Wiring by layer:
Drawn at 12 px/um. Only two layers are drawn.
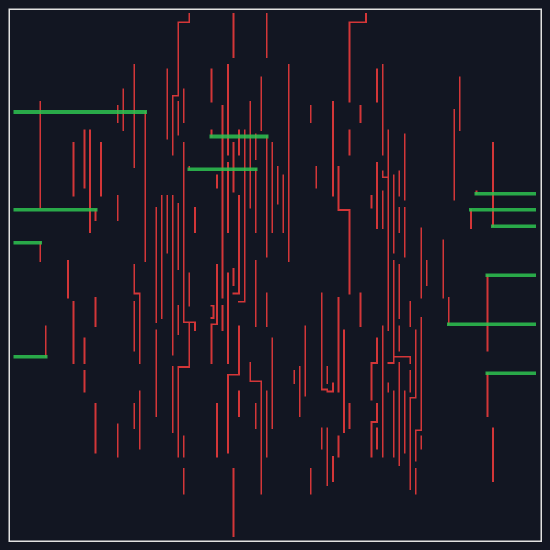
Clock distribution:
Drawn at 12 px/um.
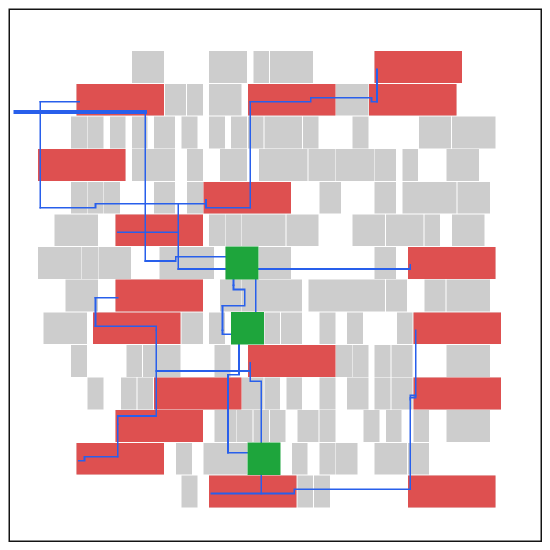
Routing congestion map:
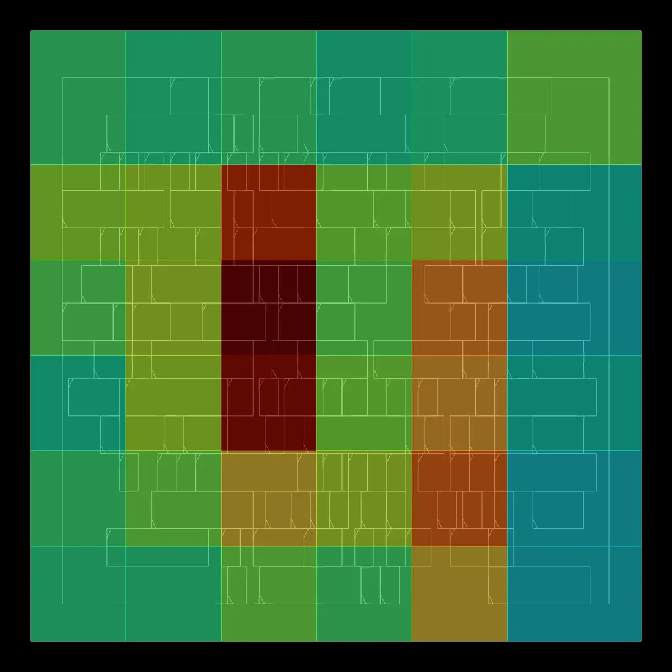
Local utilization:
Drawn at 6 px/um. The die is cut into 9 by 9 equal tiles; white is low, dark blue is high, 0 to 100% covered.
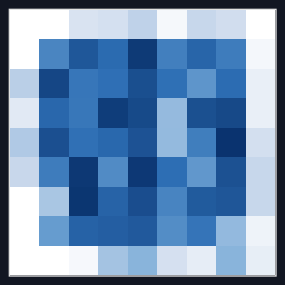
[src/rtl/toggle_sync_pkg.sv]
// Shared types and constants for the toggle request/acknowledge receiver.
// Latency: n/a (declarations only).
// Backpressure: n/a (declarations only).
package toggle_sync_pkg;

    // Receiver control states: power-on alignment, waiting for a toggle, holding an event.
    typedef enum logic [1:0] {
        ST_INIT  = 2'd0,
        ST_IDLE  = 2'd1,
        ST_VALID = 2'd2
    } rx_state_t;

    // Fewer than two flops gives no metastability settling time.
    localparam int MIN_SYNC_STAGES = 2;

endpackage

[src/rtl/toggle_req_ack_rx_bit_sync.sv]
// Single-bit flop-chain synchronizer into the i_clk domain.
// Latency: STAGES cycles from i_d sampled to o_q.
// Backpressure: none; free-running shift every cycle.
module bit_sync #(
    parameter int STAGES = 2
) (
    input  logic i_clk,
    input  logic i_rst_n,
    input  logic i_d,
    output logic o_q
);

    logic [STAGES-1:0] r_sync;

    // Shift the asynchronous input through the chain; synchronous clear to 0.
    always_ff @(posedge i_clk) begin
        if (!i_rst_n) begin
            r_sync <= '0;
        end else begin
            r_sync <= {r_sync[STAGES-2:0], i_d};
        end
    end

    assign o_q = r_sync[STAGES-1];

endmodule

[src/rtl/toggle_req_ack_rx.sv]
// Receive endpoint of a two-phase toggle req/ack link: toggle -> valid/ready event + ack toggle.
// Latency: req toggle to o_valid = SYNC_STAGES+1 edges; acceptance to ack toggle = same edge.
// Backpressure: o_valid holds until i_ready; a source toggle while held is flagged and dropped.
module toggle_req_ack_rx #(
    parameter int SYNC_STAGES = 2,
    parameter int CNT_W       = 8
) (
    input  logic             i_clk,
    input  logic             i_rst_n,
    input  logic             i_req_tgl,
    input  logic             i_ready,
    output logic             o_valid,
    output logic             o_ack_tgl,
    output logic [CNT_W-1:0] o_evt_cnt,
    output logic             o_err
);

    import toggle_sync_pkg::*;

    // INIT lasts SYNC_STAGES+1 cycles so the chain has flushed the source's idle level.
    localparam int                INIT_W    = $clog2(SYNC_STAGES + 1);
    localparam logic [INIT_W-1:0] INIT_LAST = INIT_W'(SYNC_STAGES);

    if (SYNC_STAGES < MIN_SYNC_STAGES) begin : g_bad_sync_stages
        $error("toggle_req_ack_rx: SYNC_STAGES must be >= %0d", MIN_SYNC_STAGES);
    end

    logic              w_req_s;
    logic              w_evt;
    logic              r_req_d;
    rx_state_t         r_state;
    logic [INIT_W-1:0] r_init_cnt;
    logic              r_valid;
    logic              r_ack;
    logic [CNT_W-1:0]  r_cnt;
    logic              r_err;

    bit_sync #(
        .STAGES (SYNC_STAGES)
    ) u_req_sync (
        .i_clk   (i_clk),
        .i_rst_n (i_rst_n),
        .i_d     (i_req_tgl),
        .o_q     (w_req_s)
    );

    // A level change on the synchronized request is one event.
    assign w_evt = w_req_s ^ r_req_d;

    // Control FSM with edge detector, ack flop, delivered counter and sticky error.
    always_ff @(posedge i_clk) begin
        if (!i_rst_n) begin
            r_state    <= ST_INIT;
            r_init_cnt <= '0;
            r_req_d    <= 1'b0;
            r_valid    <= 1'b0;
            r_ack      <= 1'b0;
            r_cnt      <= '0;
            r_err      <= 1'b0;
        end else begin
            // Edge-detect history always tracks, so leaving INIT never sees a stale edge.
            r_req_d <= w_req_s;
            case (r_state)
                ST_INIT: begin
                    if (r_init_cnt == INIT_LAST) begin
                        // Match the source's resting level so no event is implied by it.
                        r_ack   <= w_req_s;
                        r_state <= ST_IDLE;
                    end else begin
                        r_init_cnt <= r_init_cnt + 1'b1;
                    end
                end
                ST_IDLE: begin
                    if (w_evt) begin
                        r_valid <= 1'b1;
                        r_state <= ST_VALID;
                    end
                end
                ST_VALID: begin
                    // Source toggled again before being acked: flag it, drop that event.
                    if (w_evt) begin
                        r_err <= 1'b1;
                    end
                    if (i_ready) begin
                        r_valid <= 1'b0;
                        r_ack   <= ~r_ack;
                        r_cnt   <= r_cnt + 1'b1;
                        r_state <= ST_IDLE;
                    end
                end
                default: begin
                    r_valid <= 1'b0;
                    r_state <= ST_INIT;
                end
            endcase
        end
    end

    assign o_valid   = r_valid;
    assign o_ack_tgl = r_ack;
    assign o_evt_cnt = r_cnt;
    assign o_err     = r_err;

endmodule
[config.mk]
export PLATFORM = sky130hd
export DESIGN_NAME = toggle_req_ack_rx
export DESIGN_NICKNAME = d
export VERILOG_FILES = /design/src/rtl/toggle_sync_pkg.sv /design/src/rtl/toggle_req_ack_rx_bit_sync.sv /design/src/rtl/toggle_req_ack_rx.sv
export SDC_FILE = /design/constraint.sdc
export NUM_CORES = 1
export LEC_CHECK = 0
export ABC_AREA = 1
export CAP_MARGIN = 20
export CORE_MARGIN = 2
export CORE_UTILIZATION = 48
export CTS_CLUSTER_DIAMETER = 150
export DETAILED_ROUTE_END_ITERATION = 12
export PLACE_DENSITY = 0.72
export SLEW_MARGIN = 5
export SYNTH_ARGS = -nofsm -noshare
export SYNTH_HDL_FRONTEND = slang
export SYNTH_SLANG_ARGS = --single-unit
export TNS_END_PERCENT = 1
[constraint.sdc]
create_clock -name i_clk -period 1.4 [get_ports i_clk]
set_clock_uncertainty 0.05 [all_clocks]
set_input_delay 0.28 -clock i_clk [delete_from_list [all_inputs] [get_ports i_clk]]
set_output_delay 0.28 -clock i_clk [all_outputs]
set_load 0.03 [all_outputs]
==> results.txt <==
State of the implementation.

- After Yosys synthesis, AND-OR and OR-AND compound gates account for 9.194% of the synthesized area.
- The number of global-route vias before repair was 608.
- The final max-slew violation count is 0, for reference.
- The wire length of the first global-routing pass is ~2400 um, for reference.
- The power group with the highest consumption is sequential cells, for reference.
- Per the layout report, the design carries 15 non-clock inverters.
- Per the breakdown, switching nets consume 29.37% of all power.
- Per the skew report, the later register of the worst-skew pair sees a clock latency of 0.29 ns.
- Clock tree buffers and inverters occupy 3.511% of the routed design's cell area.
- Registers represent a cell area share of approximately a third.
- The sum of negative setup slack is 0 ns, for reference.
- Counting both buffers and inverters, the worst setup path holds a total of 1.
- The power in the clock group is 322 uW, for reference.
- The relative contribution of the clock network to total power is around 28%, for reference.
- The highest clock rate this design can be run at is 0.7308 GHz.
- The power share of the sequential group is 50.3%, for reference.
- During placement, the flow inserted port buffers numbering 14.
- By area the synthesized netlist is led by dfxtp_1 (46%), nand2_1 (11%), nor2_1 (7.3%).
- The highest metal layer with signal wires is met3, for reference.
- The post-cts hold-fix buffer tally is 0, for reference.
- The reported combinational group power is 252 uW, for reference.
- Summing the areas of all xor and xnor instances in the mapped netlist gives ~4.5% of the synthesized area.
- The endpoint of the worst register-to-register path is o_evt_cnt[4], for reference.
- The most used standard cell by instance count after synthesis is nand2_1, for reference.
- The endpoint required time on the critical path is 1.07 ns, for reference.
- The worst supply voltage drop on vdd is ~0.96 mV, for reference.
- Summing all multiplexer cells gives an area fraction of 0%.
- Summed over all cells, the static leakage comes to roughly 0.48 nW.
- In the final layout, non-clock buffers account for 19.98% of the cell area.
- In the log, the iteration count for the first detailed-route pass is 4.
- The remaining routing DRC violations is 0, for reference.
- The number of clock sinks came to 18.
- The unique cell type count in the Yosys netlist is 18, for reference.
- The initial core utilization is 51.50%, for reference.
- The share of the Yosys chip area taken by registers is 46.45%.
- The register with the most flip-flops in the layout has 8 of them.
- The final tally of hold violations is 0, for reference.
- According to the finish report, the design has a final net count of 137.
- For this run, the final setup violation count is recorded as 0.
- The count of yosys warnings during synthesis is 0, for reference.
- After clock tree synthesis, the repair step resized 8 gates.
- The number of sequential cells is 18, for reference.
- The area fraction in full adders, half adders and majority gates is 3.226%, for reference.
- STA classifies the critical path startpoint as a flip-flop.
- In the power breakdown, the internal column shows slightly above 800 uW.
- Per the synthesis report, the dominant area consumer among library cells is dfxtp_1.
- For the pin with the worst max-slew slack, the measured transition is 0.3043 ns.
- In the routed layout, each cell is associated on average with a via count of approximately 4.7.
- The post-synth register bit count is 18.
- In the detailed route, the total length drawn on met3 is around 60 um.
- In this run, power in flip-flops and latches comes to slightly below 600 uW.
- Looking at the area split, the leading class of cells is registers.
- The post-route non-filler standard cell count is 146, for reference.
- The routed via count is 693, for reference.
- The total number of tap cells is 16, for reference.
- The worst setup path is captured at an output port.
- The number of cells in Yosys stat is 103, for reference.
- The flow ran to the end, and the final reports show no timing, DRC or antenna violations.
- Per the final layout report, the fraction of cells sized above drive strength 1 comes to 16.92%.
- Per the layout report, the design carries 4 clock buffers.
- Dividing the synthesized area by the synthesized cell count gives 7.531 sq um.
- The worst-case setup margin in the final layout is 0.03157 ns, for reference.
- The layout contains a multi-input combinational cell count of 69.
- Per the CTS log, the maximum H-tree level is 1.
- For this design, the slowest cell found on the critical path is dlygate4sd2_1.
- The critical path starts at o_evt_cnt[4].
- The total global routing overflow is 0, for reference.
About 'wiring by layer':
| layer | color | wire length |
|---|---|---|
| met2 | red | 725 um |
| met3 | green | 60.7 um |
sum of routed wire length over all layers: 1491 um
WL/cell: 10.21 um
total routing resource utilization after global routing: 16.61%

About 'clock distribution':
[flip-flops] red | count: 18
[cells driving clock nets] green | count: 3
[clock wires] blue | length: 224 um
flops lie: widely spread
routed clock nets: 4

About 'routing congestion map':
M1 GR Usage: 21.08%
global routing met2 resource utilization: 27.65%
core utilization of the finished layout: 68.60%
most used routing layer in global routing: met2

About 'local utilization':
emptiest ninth of the die: lower left
fullest tile: 99%
densest ninth of the die: center

Power figures rest on the tool's default switching activity, not on a simulated workload.
